Register map, names as in the netlist:
Other sequential cells in the stronger grey, the rest of the logic in the fainter grey.
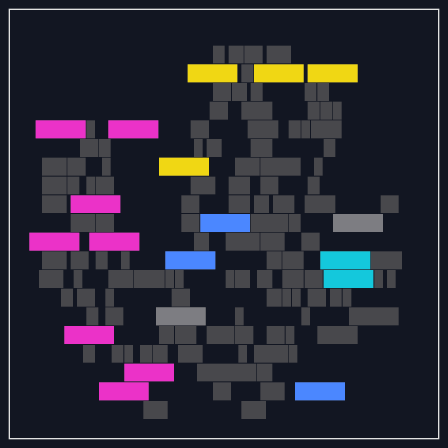
Routed clock nets over the placement:
Scale bar: 20 µm.
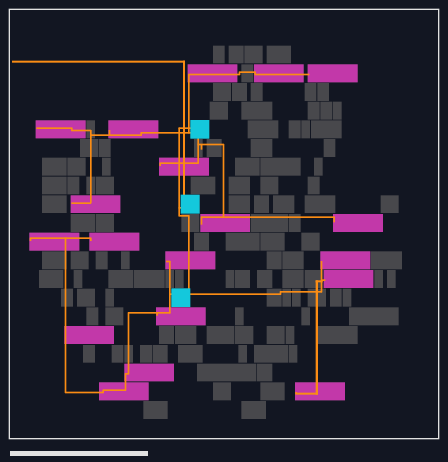
Signal metal coverage by tile:
The die is cut into 12 by 12 equal tiles; dark blue is low, red is high, scaled to the fullest tile. Values are wire area over tile area, all layers added.
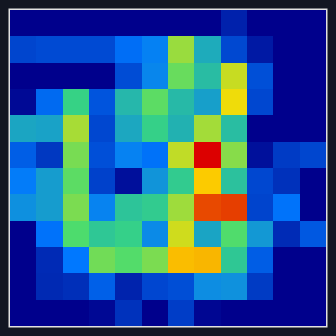
Clock routing:
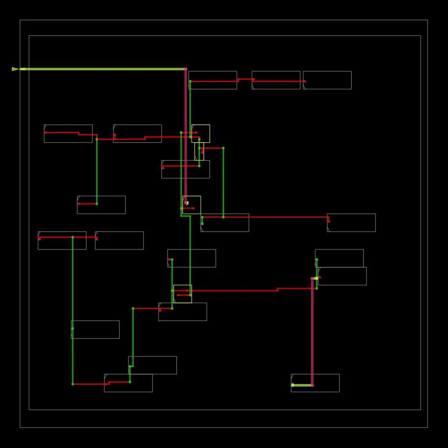
[src/rtl/serial_pkg.sv]
`default_nettype none
// ============================================================================
// Module   : serial_pkg
// Brief    : FSM encoding, line levels and frame-length helper for serial_tx_frame.
// Revision : 1.0
// ============================================================================
package serial_pkg;

  typedef enum logic [2:0] {
    IDLE   = 3'd0,
    START  = 3'd1,
    DATA   = 3'd2,
    PARITY = 3'd3,
    STOP   = 3'd4
  } tx_state_e;

  localparam logic IDLE_LEVEL  = 1'b1;
  localparam logic START_LEVEL = 1'b0;

  // Clock cycles from the first start-bit cycle to the last stop-bit cycle.
  function automatic int frame_cycles(input int data_w,
                                      input int clks_per_bit,
                                      input int stop_bits,
                                      input int parity_bits);
    return clks_per_bit * (1 + data_w + parity_bits + stop_bits);
  endfunction

endpackage
`default_nettype wire

[src/rtl/bit_timer.sv]
`default_nettype none
// ============================================================================
// Module   : bit_timer
// Brief    : Down-counter giving a one-cycle bit_tick_o every CLKS_PER_BIT cycles.
// Revision : 1.0
// ============================================================================
module bit_timer #(
  parameter int CLKS_PER_BIT = 4,
  parameter int CNT_W        = 2
) (
  input  logic clk,
  input  logic rst,
  input  logic clear_i,
  input  logic reload_i,
  output logic bit_tick_o
);

  localparam logic [CNT_W-1:0] C_RELOAD = CNT_W'(CLKS_PER_BIT - 1);

  logic [CNT_W-1:0] cnt_q;
  logic [CNT_W-1:0] cnt_d;

  // Reload beats clear so a state entry out of IDLE starts a full bit period.
  always_comb begin
    cnt_d = cnt_q;
    if (reload_i) begin
      cnt_d = C_RELOAD;
    end else if (clear_i) begin
      cnt_d = '0;
    end else if (cnt_q == '0) begin
      cnt_d = C_RELOAD;
    end else begin
      cnt_d = cnt_q - CNT_W'(1);
    end
  end

  always_ff @(posedge clk) begin
    if (rst) begin
      cnt_q <= '0;
    end else begin
      cnt_q <= cnt_d;
    end
  end

  assign bit_tick_o = !clear_i && (cnt_q == '0);

endmodule
`default_nettype wire

[src/rtl/serial_tx_frame.sv]
`default_nettype none
// ============================================================================
// Module   : serial_tx_frame
// Brief    : Parallel-to-serial frame transmitter (start, data LSB first,
//            optional parity, stop). Define SERIAL_TX_PARITY_EN for parity.
// Revision : 1.0
// ============================================================================
module serial_tx_frame
  import serial_pkg::*;
#(
  parameter int DATA_W       = 8,
  parameter int CLKS_PER_BIT = 4,
  parameter int STOP_BITS    = 1,
  parameter int PARITY_ODD   = 0
) (
  input  logic              clk,
  input  logic              rst,
  input  logic              send,
  input  logic [DATA_W-1:0] data,
  output logic              ready,
  output logic              txd,
  output logic              done
);

  localparam int CNT_W = $clog2(CLKS_PER_BIT * STOP_BITS);
  localparam int BIT_W = $clog2(DATA_W + 1);
  localparam logic [BIT_W-1:0] C_LAST_DATA = BIT_W'(DATA_W - 1);
  localparam logic [BIT_W-1:0] C_LAST_STOP = BIT_W'(STOP_BITS - 1);

  tx_state_e         state_q;
  tx_state_e         state_d;
  logic [BIT_W-1:0]  bit_cnt_q;
  logic [BIT_W-1:0]  bit_cnt_d;
  logic [DATA_W-1:0] shift_q;
  logic [DATA_W-1:0] shift_d;
  logic              txd_q;
  logic              txd_d;
  logic              done_q;
  logic              done_d;
  logic              accept;
  logic              bit_tick;
  logic              timer_clear;
  logic              timer_reload;

  assign accept       = (state_q == IDLE) && send;
  assign timer_clear  = (state_q == IDLE);
  assign timer_reload = (state_d != state_q) && (state_d != IDLE);

  bit_timer #(
    .CLKS_PER_BIT (CLKS_PER_BIT),
    .CNT_W        (CNT_W)
  ) u_bit_timer (
    .clk        (clk),
    .rst        (rst),
    .clear_i    (timer_clear),
    .reload_i   (timer_reload),
    .bit_tick_o (bit_tick)
  );

`ifdef SERIAL_TX_PARITY_EN
  logic parity_q;
  logic parity_d;

  // Parity is frozen with the word so later data changes cannot leak in.
  assign parity_d = accept ? ((^data) ^ (PARITY_ODD != 0)) : parity_q;

  always_ff @(posedge clk) begin
    if (rst) begin
      parity_q <= 1'b0;
    end else begin
      parity_q <= parity_d;
    end
  end
`else
  logic unused_parity_cfg;
  assign unused_parity_cfg = (PARITY_ODD != 0);
`endif

  // State register.
  always_ff @(posedge clk) begin
    if (rst) begin
      state_q <= IDLE;
    end else begin
      state_q <= state_d;
    end
  end

  // Next-state and bit-count logic.
  always_comb begin
    state_d   = state_q;
    bit_cnt_d = bit_cnt_q;
    case (state_q)
      IDLE: begin
        if (accept) begin
          state_d = START;
        end
      end
      START: begin
        if (bit_tick) begin
          state_d = DATA;
        end
      end
      DATA: begin
        if (bit_tick) begin
          if (bit_cnt_q == C_LAST_DATA) begin
            bit_cnt_d = '0;
`ifdef SERIAL_TX_PARITY_EN
            state_d   = PARITY;
`else
            state_d   = STOP;
`endif
          end else begin
            bit_cnt_d = bit_cnt_q + BIT_W'(1);
          end
        end
      end
`ifdef SERIAL_TX_PARITY_EN
      PARITY: begin
        if (bit_tick) begin
          state_d = STOP;
        end
      end
`endif
      STOP: begin
        if (bit_tick) begin
          if (bit_cnt_q == C_LAST_STOP) begin
            bit_cnt_d = '0;
            state_d   = IDLE;
          end else begin
            bit_cnt_d = bit_cnt_q + BIT_W'(1);
          end
        end
      end
      default: begin
        state_d   = IDLE;
        bit_cnt_d = '0;
      end
    endcase
  end

  always_comb begin
    shift_d = shift_q;
    if (accept) begin
      shift_d = data;
    end else if ((state_q == DATA) && bit_tick) begin
      shift_d = shift_q >> 1;
    end
  end

  // Outputs: txd is precomputed from the next state so the line comes from a flop.
  always_comb begin
    ready  = (state_q == IDLE);
    done_d = (state_q == STOP) && (state_d == IDLE);
    txd_d  = IDLE_LEVEL;
    case (state_d)
      START:   txd_d = START_LEVEL;
      DATA:    txd_d = shift_d[0];
`ifdef SERIAL_TX_PARITY_EN
      PARITY:  txd_d = parity_q;
`endif
      default: txd_d = IDLE_LEVEL;
    endcase
  end

  always_ff @(posedge clk) begin
    if (rst) begin
      bit_cnt_q <= '0;
      shift_q   <= '0;
      txd_q     <= IDLE_LEVEL;
      done_q    <= 1'b0;
    end else begin
      bit_cnt_q <= bit_cnt_d;
      shift_q   <= shift_d;
      txd_q     <= txd_d;
      done_q    <= done_d;
    end
  end

  assign txd  = txd_q;
  assign done = done_q;

endmodule
`default_nettype wire

[config.mk]
export PLATFORM = sky130hd
export DESIGN_NAME = serial_tx_frame
export DESIGN_NICKNAME = d
export VERILOG_FILES = /design/src/rtl/serial_pkg.sv /design/src/rtl/bit_timer.sv /design/src/rtl/serial_tx_frame.sv
export SDC_FILE = /design/constraint.sdc
export NUM_CORES = 1
export LEC_CHECK = 0
export CAP_MARGIN = 20
export CORE_UTILIZATION = 30
export CTS_CLUSTER_DIAMETER = 30
export DETAILED_ROUTE_END_ITERATION = 8
export PLACE_DENSITY = 0.52
export SYNTH_ARGS = -nofsm -noshare
export SYNTH_HDL_FRONTEND = slang
export SYNTH_SLANG_ARGS = --single-unit
[constraint.sdc]
create_clock -name clk -period 2.2 [get_ports clk]
set_input_delay 0.44 -clock clk [delete_from_list [all_inputs] [get_ports clk]]
set_output_delay 0.44 -clock clk [all_outputs]
set_load 0.1 [all_outputs]
==> results.toml <==
# generated from flow reports
[cells_and_area]
layout.area.top_class = "multi-input combinational cells"
seq_cells = 19
logic_gates = 86
num-nets-final = 148
final_cells = 179

[setup_path]
critPathLaunchType = "flop"
worstPathMaxFanout = 15
ff2ff_setup_slack_ps = 380
r2r_start = "state_q[0]$_SDFF_PP0_"
worstSetupEndpoint = "u_bit_timer.cnt_q[1]$_SDFF_PP0_"
required_ps = 2380
critPathBufInv = 0
critical_path.max_stage_delay_ps = 750

[yosys]
syn_inst = 118
synth_area_mm2 = 0.00109
ys_seq_share = 0.349
area_leaders = "dfxtp_1 (35%), a21oi_1 (4.1%), a22oi_1 (4.1%)"

[sta]
setup_tns_ps = 0
tightest_slew_ps = 646

[pwr]
pwr-share-clk = 0.205
leakage_uw = 0.000484
peakVddDrop_uv = 225
p_int_uw = 584
switching_share = 0.365
comb_power_share = 0.355
p_total_uw = 920

[global_route]
use_met3 = 0.0239
grt.met2_usage = 0.205

[status]
status = "finished, final reports clean"

[worst_hold_path]
hold_end = "shift_q[6]$_SDFFE_PP0P_"
min-delay-start = "shift_q[6]$_SDFFE_PP0P_"

[clocking]
clock_path_buffers = 2
cts-htree-levels = 1
root_buffer = "clkbuf_4"
post_cts_buffers = 0

[place]
pre_cts_slack_ps = 149
placed_cell_area_mm2 = 0.00126

[detailed_routing]
top_layer_used = "met4"

[job]
warnings = 27

[die]
coreArea_mm2 = 0.00342
Back to the opening pictures, 'register map, names as in the netlist':
| name in the netlist | colour | flops |
|---|---|---|
| bit_cnt_q | yellow | 4 |
| state_q | blue | 3 |
| shift_q | magenta | 8 |
| u_bit_timer.cnt_q | cyan | 2 |
not coloured: 2
final core utilization: 0.376
power in sequential cells: 404 µW
Seq area share: 0.296
Seq. cell area: 380 µm²

Back to the opening pictures, 'routed clock nets over the placement':
[flip-flops] magenta | count: 19
[cells driving clock nets] cyan | count: 3
[clock wires] orange | length: 303 µm
routed clock nets: 4
Max Clock Skew: 1.16 ps
Clock net power: 189 µW

Back to the opening pictures, 'signal metal coverage by tile':
mean over tiles: 0.092
emptiest ninth of the die: upper left
nearly empty tiles: 31%
tiles over half the peak: 17%
densest ninth of the die: centre
Detailed Route WL: 2280 µm
per-cell routed wire length: 12.7 µm
Vias: 917

Back to the opening pictures, 'clock routing':
clock buffer count from CTS: 3
Sink Count: 19

[layout by cell type (no fill, tap or decap), types with 2 or more instances in the layout]
master / instances
nand2b_1: 2
o31ai_1: 2
nor3_1: 4
nand3_1: 5
o21ai_1: 2
dfxtp_1: 19
ha_1: 3
nor2b_1: 2
inv_1: 6
nor2_1: 8
o22ai_1: 3
a211oi_1: 2
clkdlybuf4s50_1: 10
buf_4: 7
a22oi_1: 6
clkbuf_4: 3
nand2_1: 9
a21oi_1: 9
a2111oi_0: 2
[cells by family after synthesis]
| logic type | after synthesis | share of synthesized area |
|---|---|---|
| buffers and inverters | 13 | 0.0816 |
| AOI/OAI and AO/OA | 37 | 0.257 |
| and+or+nand+nor | 45 | 0.268 |
| DFF | 19 | 0.349 |
| adders and majority gates | 3 | 0.0345 |
| muxes | 1 | 0.00920 |
Power is estimated from default activity; no workload was simulated.
